[src/rtl/fetch_pipelined.sv]
// Pipelined fetch unit: shares one synchronous-read memory port between instruction
// fetch and load/store, and buffers PC-tagged instructions in a FWFT FIFO.
module fetch_pipelined #(
  parameter int I_WIDTH    = 13,
  parameter int A_WIDTH    = 10,
  parameter int O_WIDTH    = 5,
  parameter int FIFO_DEPTH = 4,
  localparam int C_WIDTH   = $clog2(FIFO_DEPTH) + 1
) (
  input  logic               clk,
  input  logic               rst_n_i,
  input  logic               dequeue_i,
  input  logic               restart_i,
  input  logic [A_WIDTH-1:0] restart_addr_i,
  input  logic               load_store_valid_i,
  input  logic               store_en_i,
  input  logic [A_WIDTH-1:0] load_store_addr_i,
  input  logic [I_WIDTH-1:0] store_data_i,
  output logic [I_WIDTH-1:0] load_data_o,
  output logic               load_data_valid_o,
  output logic [A_WIDTH-1:0] mem_addr_o,
  output logic [I_WIDTH-1:0] mem_wdata_o,
  output logic               mem_we_o,
  input  logic [I_WIDTH-1:0] mem_rdata_i,
  output logic [I_WIDTH-1:0] instruction_data_o,
  output logic [A_WIDTH-1:0] instruction_addr_o,
  output logic               instruction_valid_o,
  output logic [C_WIDTH-1:0] fifo_count_o
);

  localparam int P_WIDTH  = $clog2(FIFO_DEPTH);
  localparam int CW1      = C_WIDTH + 1;

  logic [A_WIDTH-1:0] pc_r;
  logic               inflight_valid_r;
  logic               inflight_fetch_r;
  logic [A_WIDTH-1:0] inflight_addr_r;

  logic [I_WIDTH-1:0] fifo_data_r [FIFO_DEPTH];
  logic [A_WIDTH-1:0] fifo_addr_r [FIFO_DEPTH];
  logic [P_WIDTH-1:0] wr_ptr_r;
  logic [P_WIDTH-1:0] rd_ptr_r;
  logic [C_WIDTH-1:0] count_r;

  logic               fetch_ret;
  logic               load_ret;
  logic               branch_ret;
  logic               credit_ok;
  logic               fetch_issue;
  logic               enq;
  logic               deq;
  logic               fifo_nonempty;
  logic [A_WIDTH-1:0] branch_target;

  // Exec handshake: instruction_valid_o means the head entry is stable and may be
  // consumed; asserting dequeue_i with valid high pops it at the next edge.
  always_comb begin
    fetch_ret     = inflight_valid_r & inflight_fetch_r;
    load_ret      = inflight_valid_r & ~inflight_fetch_r;
    branch_ret    = fetch_ret & mem_rdata_i[I_WIDTH-1] & ~restart_i;
    // Credits count in-flight fetches and ignore a same-cycle dequeue.
    credit_ok     = ({1'b0, count_r} + CW1'(fetch_ret)) < CW1'(FIFO_DEPTH);
    fetch_issue   = ~load_store_valid_i & ~restart_i & ~branch_ret & credit_ok;
    fifo_nonempty = (count_r != '0);
    enq           = fetch_ret & ~restart_i;
    deq           = dequeue_i & fifo_nonempty & ~restart_i;
    branch_target = inflight_addr_r +
                    {{(A_WIDTH-O_WIDTH){mem_rdata_i[O_WIDTH-1]}}, mem_rdata_i[O_WIDTH-1:0]};
  end

  always_comb begin
    mem_addr_o          = load_store_valid_i ? load_store_addr_i : pc_r;
    mem_wdata_o         = store_data_i;
    mem_we_o            = rst_n_i & load_store_valid_i & store_en_i;
    load_data_valid_o   = load_ret;
    load_data_o         = load_ret ? mem_rdata_i : '0;
    instruction_valid_o = fifo_nonempty;
    instruction_data_o  = fifo_nonempty ? fifo_data_r[rd_ptr_r] : '0;
    instruction_addr_o  = fifo_nonempty ? fifo_addr_r[rd_ptr_r] : '0;
    fifo_count_o        = count_r;
  end

  always_ff @(posedge clk or negedge rst_n_i) begin
    if (!rst_n_i) begin
      pc_r <= '0;
    end else if (restart_i) begin
      pc_r <= restart_addr_i;
    end else if (branch_ret) begin
      pc_r <= branch_target;
    end else if (fetch_issue) begin
      pc_r <= pc_r + A_WIDTH'(1);
    end
  end

  // Stores complete in their issue cycle, so only fetches and loads are tracked.
  always_ff @(posedge clk or negedge rst_n_i) begin
    if (!rst_n_i) begin
      inflight_valid_r <= 1'b0;
      inflight_fetch_r <= 1'b0;
      inflight_addr_r  <= '0;
    end else begin
      inflight_valid_r <= fetch_issue | (load_store_valid_i & ~store_en_i);
      inflight_fetch_r <= fetch_issue;
      inflight_addr_r  <= pc_r;
    end
  end

  always_ff @(posedge clk or negedge rst_n_i) begin
    if (!rst_n_i) begin
      wr_ptr_r <= '0;
      rd_ptr_r <= '0;
      count_r  <= '0;
    end else if (restart_i) begin
      wr_ptr_r <= '0;
      rd_ptr_r <= '0;
      count_r  <= '0;
    end else begin
      if (enq) wr_ptr_r <= wr_ptr_r + P_WIDTH'(1);
      if (deq) rd_ptr_r <= rd_ptr_r + P_WIDTH'(1);
      count_r <= count_r + C_WIDTH'(enq) - C_WIDTH'(deq);
    end
  end

  always_ff @(posedge clk or negedge rst_n_i) begin
    if (!rst_n_i) begin
      for (int i = 0; i < FIFO_DEPTH; i++) begin
        fifo_data_r[i] <= '0;
        fifo_addr_r[i] <= '0;
      end
    end else if (enq) begin
      fifo_data_r[wr_ptr_r] <= mem_rdata_i;
      fifo_addr_r[wr_ptr_r] <= inflight_addr_r;
    end
  end

endmodule

[config.mk]
export PLATFORM = sky130hd
export DESIGN_NAME = fetch_pipelined
export DESIGN_NICKNAME = d
export VERILOG_FILES = /design/src/rtl/fetch_pipelined.sv
export SDC_FILE = /design/constraint.sdc
export NUM_CORES = 1
export LEC_CHECK = 0
export CAP_MARGIN = 25
export CORE_MARGIN = 1.5
export CORE_UTILIZATION = 30
export CTS_CLUSTER_SIZE = 20
export DETAILED_ROUTE_END_ITERATION = 12
export GPL_TIMING_DRIVEN = 0
export PLACE_DENSITY = 0.55
export SLEW_MARGIN = 25
export SYNTH_ARGS = -nofsm -noshare
export SYNTH_HDL_FRONTEND = slang
export SYNTH_SLANG_ARGS = --single-unit
[constraint.sdc]
create_clock -name clk -period 2.3 [get_ports clk]
set_input_delay 0.23 -clock clk [delete_from_list [all_inputs] [get_ports clk]]
set_output_delay 0.23 -clock clk [all_outputs]
set_load 0.03 [all_outputs]
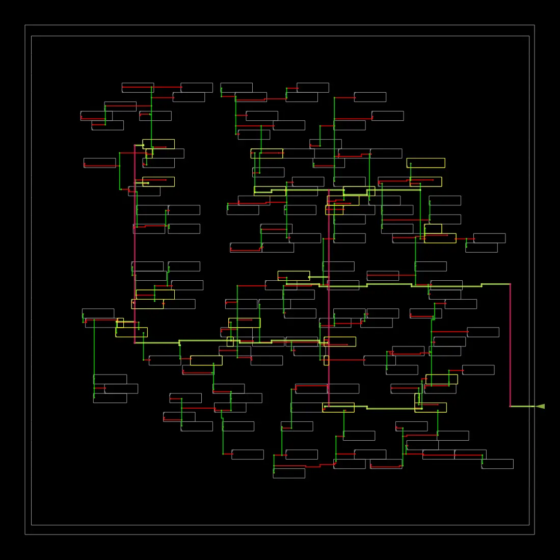
Fig. 1. Clock nets (run 1).
CLK BUF: 21
clock sinks: 121
clk_skew: 0.00953 ns

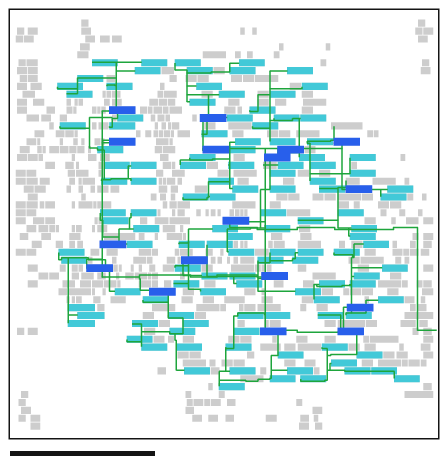
Fig. 2. Clock distribution (run 1).
Bar = 50 um.
flip-flops: in cyan, count 121. clock-net drivers: in blue, count 17. clock wires: in green, length 1590 um.
There are 18 routed clock nets.

==> flow_metrics.tcl, run 1 <==
# implementation run metrics
set metrics [dict create \
    use_met3_pct 3.29 \
    setup_viol 0 \
    setup_ws_ns 0.0564 \
    rrSetupSlack_ns 0.08 \
    synth-edff-count 0 \
    final_core_util_pct 40.8 \
    crit_path_max_incr_delay_ns 0.59 \
    end_kind "primary output" \
    critical_path_required_ns 2.07 \
    cp_slowest_cell "clkdlybuf4s50_1" \
    worst_hold_slack_ns -0.189 \
    met2WireLength_um 7160 \
    track_usage_pct 14.7 \
    clk_latency_ns 0.41 \
    clkTransAtPathRegs_ns 0.05 \
    die_x_um 147 \
    async_flop_share_pct 100 \
    outcome "finished, violations left" \
    pwr-share-seq_pct 34.5 \
    rows 52 \
    layout-drive-gt1-share_pct 35.1 \
    max_freq_mhz 446 \
    violations "negative hold slack" \
    yosys.area_share.simple_pct 9.51 \
    use_met1_pct 19.7 \
    synth.avg_cell_area_um2 12.7 \
    cts-resized-gates 105 \
    gr-total-overflow 0 \
    hold_violations 77 \
    mux_share_pct 24.9 \
    clock_power_share_pct 30.2 \
    largest_area_cell "dfrtp_1" \
    maxSlewHeadroom_pct 64.0 \
    crit_fanout 10 \
    rsz0062_at_grt "true" \
]
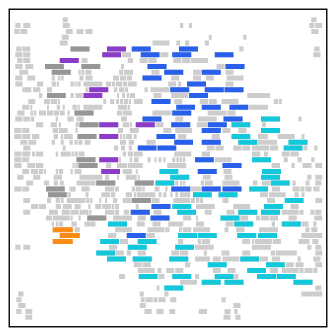
Fig. 3. Where the registers sit (run 1).
`fifo_data_r`: in cyan, flops 52. `inflight_addr_r`: in purple, flops 10. `fifo_count_o`: in orange, flops 3. `fifo_addr_r`: in blue, flops 40.
Another 16 sequential cells are not colored.

==> run 1: cells in the final DEF (no fill, tap or decap), drive strengths merged, types with 8 or more instances in the layout <==
cell type      netlist  final
dfrtp              121    121
mux2                92     92
clkdlybuf4s50        0     63
buf                 28     54
and2                38     38
clkbuf              10     28
nand2               25     25
mux4                23     23
nor2                22     22
ha                  17     17
dlygate4sd2          0     16
o21ai               15     15
a21oi               14     14
inv                 13     13
xnor2                9      9
nand3                8      8
==> run 1: layout make-up <==
cell class	instances	area (um2)	area share, %
Inverter	13	48.8	0.588
Timing Repair Buffer	112	1080	13.0
Tap cell	270	338	4.07
Sequential cell	121	3030	36.5
Clock buffer	21	460	5.54
Clock inverter	5	75.1	0.904
Multi-Input combinational cell	322	2970	35.7
Buffer	36	305	3.68
==> run 1: state kept, by name, summed over array words and instances, names as in the netlist <==
name and flops:
inflight_valid_r 1, pc_r 10, fifo_addr_r 40, fifo_data_r 52, wr_ptr_r 2, fifo_count_o 3, inflight_addr_r 10, rd_ptr_r 2
inflight_fetch_r 1
==> run 1: cells in the mapped netlist (all sizes together), types with 2 or more instances <==
| master | number |
|---|---|
| a211oi | 3 |
| a21oi | 14 |
| a221oi | 2 |
| a222oi | 4 |
| a22oi | 3 |
| a31oi | 3 |
| and2 | 38 |
| and3 | 4 |
| buf | 28 |
| clkbuf | 10 |
| dfrtp | 121 |
| fa | 2 |
| ha | 17 |
| inv | 13 |
| mux2 | 92 |
| mux4 | 23 |
| nand2 | 25 |
| nand2b | 4 |
| nand3 | 8 |
| nand3b | 2 |
| nor2 | 22 |
| nor3 | 3 |
| o21a | 4 |
| o21ai | 15 |
| o21bai | 2 |
| o22ai | 3 |
| or3 | 3 |
| xnor2 | 9 |
| xor2 | 5 |
==> run 1 -> run 2 <==
--- a/config.mk
+++ b/config.mk
@@ -16,3 +16,4 @@
 export SYNTH_ARGS = -nofsm -noshare
 export SYNTH_HDL_FRONTEND = slang
 export SYNTH_SLANG_ARGS = --single-unit
+export TNS_END_PERCENT = 10
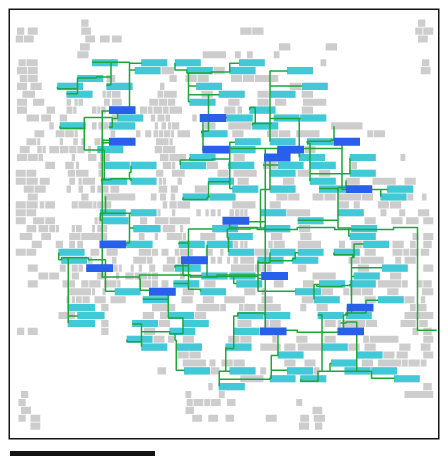
Fig. 4. Clock distribution (run 2).
Bar = 50 um.
clock wires: in green, length 1580 um. flip-flops: in cyan, count 121. clock-net drivers: in blue, count 17.
There are 18 routed clock nets.

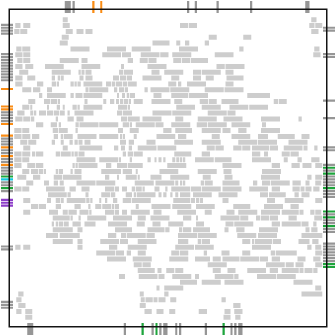
Fig. 5. Pin map (run 2).
Pins as bars across the die edge, other pins in gray.
`restart_addr_i`: in orange, pins 10, direction input, edge 8 left, 2 top. `fifo_count_o`: in purple, pins 3, direction output, edge left. `mem_rdata_i`: in green, pins 13, direction input, edge 8 right, 3 bottom, 2 left. `store_en_i`: in cyan, pins 1, direction input, edge left.

==> run 2 against run 1 <==
Effect of this change:
- the run ends with negative hold slack, negative setup slack left
- final cell count rose by 0.56%
- synthesized cell count unchanged
- critical path depth increased by 1
- first-iteration DRC count grew 0.51%
- utilization up 0.78 points
- via count is 0.12% higher
- critical path type is now register to primary output
==> flow_metrics.tcl, run 2 <==
# implementation run metrics
set metrics [dict create \
    use_met1_pct 19.7 \
    met2WireLength_um 7260 \
    setup_ws_ns -0.0331 \
    critical_path_required_ns 2.07 \
    worst_hold_slack_ns -0.191 \
    layout-drive-gt1-share_pct 36.4 \
    netlist_instances 494 \
    gr-total-overflow 0 \
    largest_area_cell "dfrtp_1" \
    end_kind "primary output" \
    crit_fanout 10 \
    final_core_util_pct 41.6 \
    lay_top_count "dfrtp_1" \
    clkTransAtPathRegs_ns 0.05 \
    use_met3_pct 3.29 \
    cts-resized-gates 105 \
    powerComb_mw 3.01 \
    via_per_inst 4.78 \
    reg_top3 "fifo_data_r: 52 flops, fifo_addr_r: 40 flops" \
    synth.avg_cell_area_um2 12.7 \
    largest_reg_flops 52 \
    rows 52 \
    synth_seq_share_pct 48.4 \
    synth-edff-count 0 \
    violations "negative hold slack, negative setup slack" \
    skew_ns 0.00932 \
    rsz0062_at_grt "true" \
    clk_latency_ns 0.41 \
    outcome "finished, violations left" \
    clock_power_share_pct 29.7 \
    track_usage_pct 14.7 \
    syn_to_final_growth_pct 35.4 \
    grt_pass1_vias 4635 \
    setup_tns_ns -0.0331 \
    max_freq_mhz 429 \
    setup_viol 1 \
    die_x_um 147 \
    cts.sinks 121 \
    top_cell "dfrtp_1" \
    hold_violations 77 \
]
run 2: cell count changes in the layout (fill, tap and decap cells not counted), moves of 2 or more:
cell | before | now
inv_1 | 13 | 11
buf_2 | 25 | 11
buf_4 | 19 | 22
inv_2 | 0 | 2
clkdlybuf4s15_2 | 3 | 16
run 2: cell type report:
class | instances | area, um2
Tap cell | 270 | 338
Buffer | 37 | 323
Antenna cell | 1 | 2.50
Clock inverter | 5 | 75.1
Inverter | 13 | 48.8
Fill cell | 1949 | 11900
Sequential cell | 121 | 3030
Clock buffer | 21 | 460
Timing Repair Buffer | 115 | 1180
Multi-Input combinational cell | 322 | 3000
run 2: logic make-up after synthesis:
logic type                 after synthesis  synth area share (%)
and+or+nand+nor                        113                  9.51
muxes                                  115                  24.9
DFF                                    121                  48.4
adders and majority gates               19                  4.04
AOI/OAI and AO/OA                       61                  6.63
xor gates and xnor gates                14                  1.96
buffers and inverters                   51                  4.54
run 2: worst paths after layout:
path / cells after the start / start / slack, ns / endpoint
max in group asynchronous: 4 / rst_n_i / 1.55 / fifo_addr_r[10]
hold / removal: 2 / rst_n_i / -0.19 / fifo_data_r[48]
setup reg to reg: 11 / fifo_count_o[2] / 0.02 / fifo_count_o[2]
setup / recovery: 5 / rd_ptr_r[0] / -0.03 / instruction_addr_o[1]
min in group clk: 3 / mem_rdata_i[1] / 0.36 / fifo_data_r[40]
hold reg to reg: 0 / pc_r[8] / 0.42 / inflight_addr_r[8]
run 2: critical path, cell delays in order (launching register included):
cell and delay, ns:
dfrtp_1 0.36, buf_8 0.16, buf_12 0.16, mux4_2 0.53, and2_1 0.20, clkdlybuf4s15_2 0.28
==> run 2 -> run 3 <==
--- a/config.mk
+++ b/config.mk
@@ -8,6 +8,7 @@
 export CAP_MARGIN = 25
 export CORE_MARGIN = 1.5
 export CORE_UTILIZATION = 30
+export CTS_BUF_LIST = sky130_fd_sc_hd__clkbuf_4 sky130_fd_sc_hd__clkbuf_8
 export CTS_CLUSTER_SIZE = 20
 export DETAILED_ROUTE_END_ITERATION = 12
 export GPL_TIMING_DRIVEN = 0
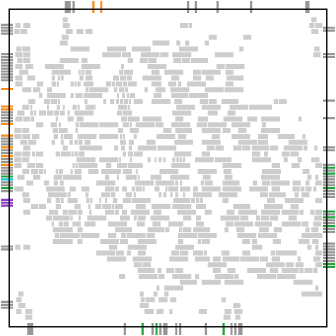
Fig. 6. Pin map (run 3).
Pins as bars across the die edge, other pins in gray.
`restart_addr_i`: in orange, pins 10, direction input, edge 8 left, 2 top. `store_en_i`: in cyan, pins 1, direction input, edge left. `mem_rdata_i`: in green, pins 13, direction input, edge 8 right, 3 bottom, 2 left. `fifo_count_o`: in purple, pins 3, direction output, edge left.
All pins by edge: 50 left, 37 right, 18 bottom, 12 top.

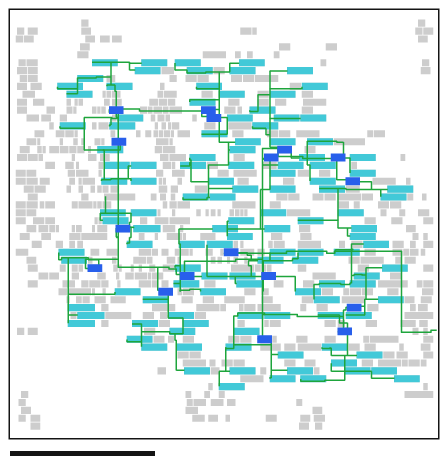
Fig. 7. Clock distribution (run 3).
Bar = 50 um.
clock wires: in green, length 1580 um. clock-net drivers: in blue, count 17. flip-flops: in cyan, count 121.
There are 18 routed clock nets.

==> run 3 against run 2 <==
Effect of this change:
- the flow still finishes with violations (negative hold slack, negative setup slack)
- synthesized area stayed put
- critical path depth stayed put
- routed wire length hardly changed
- flip-flop count stayed put
- cell area is 2.4% lower
- non-clock buffer count stayed put
- sequential share of layout area is 0.87 points higher
- power is 8.8% lower
- sequential power hardly changed
- global-route usage is 0.056 points higher
- clock power is 28% lower
- synthesized cell count stayed put
- largest power group unchanged
==> flow_metrics.tcl, run 3 <==
# implementation run metrics
set metrics [dict create \
    crit_path_max_incr_delay_ns 0.49 \
    skew_ns 0.0112 \
    syn_to_final_growth_pct 32.2 \
    hold_violations 77 \
    violations "negative hold slack, negative setup slack" \
    setup_viol 4 \
    critical_path_required_ns 2.07 \
    netlist_instances 494 \
    reg_top3 "fifo_data_r: 52 flops, fifo_addr_r: 40 flops" \
    final_core_util_pct 40.6 \
    clk_latency_ns 0.43 \
    final_cell_mix "dfrtp_1, mux2_2, clkdlybuf4s50_1, and2_1" \
    cts.sinks 121 \
    synth-edff-count 0 \
    synthTopCellsByCount "dfrtp_1, mux2_2, and2_1" \
    setup_ws_ns -0.0174 \
    top_cell "dfrtp_1" \
    crit_chain "buf_8 > buf_12 > mux4_2 > and2_1 > clkdlybuf4s15_2" \
    worst_hold_slack_ns -0.213 \
    die_x_um 147 \
    lay_top_count "dfrtp_1" \
    top_logic_kind "multiplexers" \
    clkTransAtPathRegs_ns 0.07 \
    regMostFlops "fifo_data_r" \
    mux_share_pct 24.9 \
    layout-drive-gt1-share_pct 37.7 \
    synth_seq_share_pct 48.4 \
    crit_family "buffers and inverters" \
    rrSetupSlack_ns 0.05 \
    powerComb_mw 2.98 \
    yosys.area_share.simple_pct 9.51 \
    end_kind "primary output" \
    outcome "finished, violations left" \
    maxSlewHeadroom_pct 63.7 \
    track_usage_pct 14.8 \
    largest_area_cell "dfrtp_1" \
    xor_share_pct 1.96 \
    via_per_inst 4.80 \
    ys_sh_adder_pct 4.04 \
    clock_power_share_pct 23.4 \
    reg2reg_to "fifo_count_o[1]" \
    gr-total-overflow 0 \
]
==> run 3: layer usage <==
metal  GRT usage (%)  share of wire [%]  vias to the layer above
li1                -                  -                     2021
met1            20.0                 48                     2168
met2            23.5                 46                      139
met3            3.57                4.5                       19
met4            4.30                1.4                        0
met5               0                  0                        -
==> run 3: worst max-delay path by stage <==
stage | slack [ns] | to | depth (start not counted) | from
global route | -0.11 | instruction_data_o[3] | 5 | rd_ptr_r[0]
global placement | -4.05 | fifo_count_o[0] | 1 | rst_n_i
detailed placement | -0.62 | pc_r[8] | 10 | mem_rdata_i[0]
CTS | -0.07 | fifo_count_o[2] | 11 | fifo_count_o[0]
floorplan | 0.001 | fifo_count_o[2] | 11 | fifo_count_o[1]
finish | -0.02 | instruction_data_o[3] | 5 | rd_ptr_r[0]
==> run 3: worst register-to-register path, stage by stage, from the launching register on <==
cell and delay, ns:
dfrtp_2 0.40, or3_4 0.39, buf_8 0.14, nand2_4 0.08
nor2_4 0.04, ha_4 0.24, inv_2 0.07, ha_4 0.13
inv_2 0.04, fa_2 0.57, nor2_2 0.04
==> run 3: repair_timing <==
| action | CTS | global route |
|---|---|---|
| pin swaps | 1 | 7 |
| gates cloned | 0 | 0 |
| setup endpoints to repair | 45 | 38 |
| endpoints found under the hold margin | 44 | 77 |
| buffers inserted | 0 | 8 |
| gates resized | 104 | 48 |
==> run 3: cell type report <==
class / instances / area [um2]
Fill cell: 1979 / 12100
Sequential cell: 121 / 3030
Multi-Input combinational cell: 322 / 3010
Timing Repair Buffer: 115 / 1170
Tap cell: 270 / 338
Buffer: 37 / 310
Clock buffer: 21 / 277
Clock inverter: 5 / 75.1
Inverter: 13 / 48.8
Antenna cell: 2 / 5.00
Power and IR drop assume default switching activity.
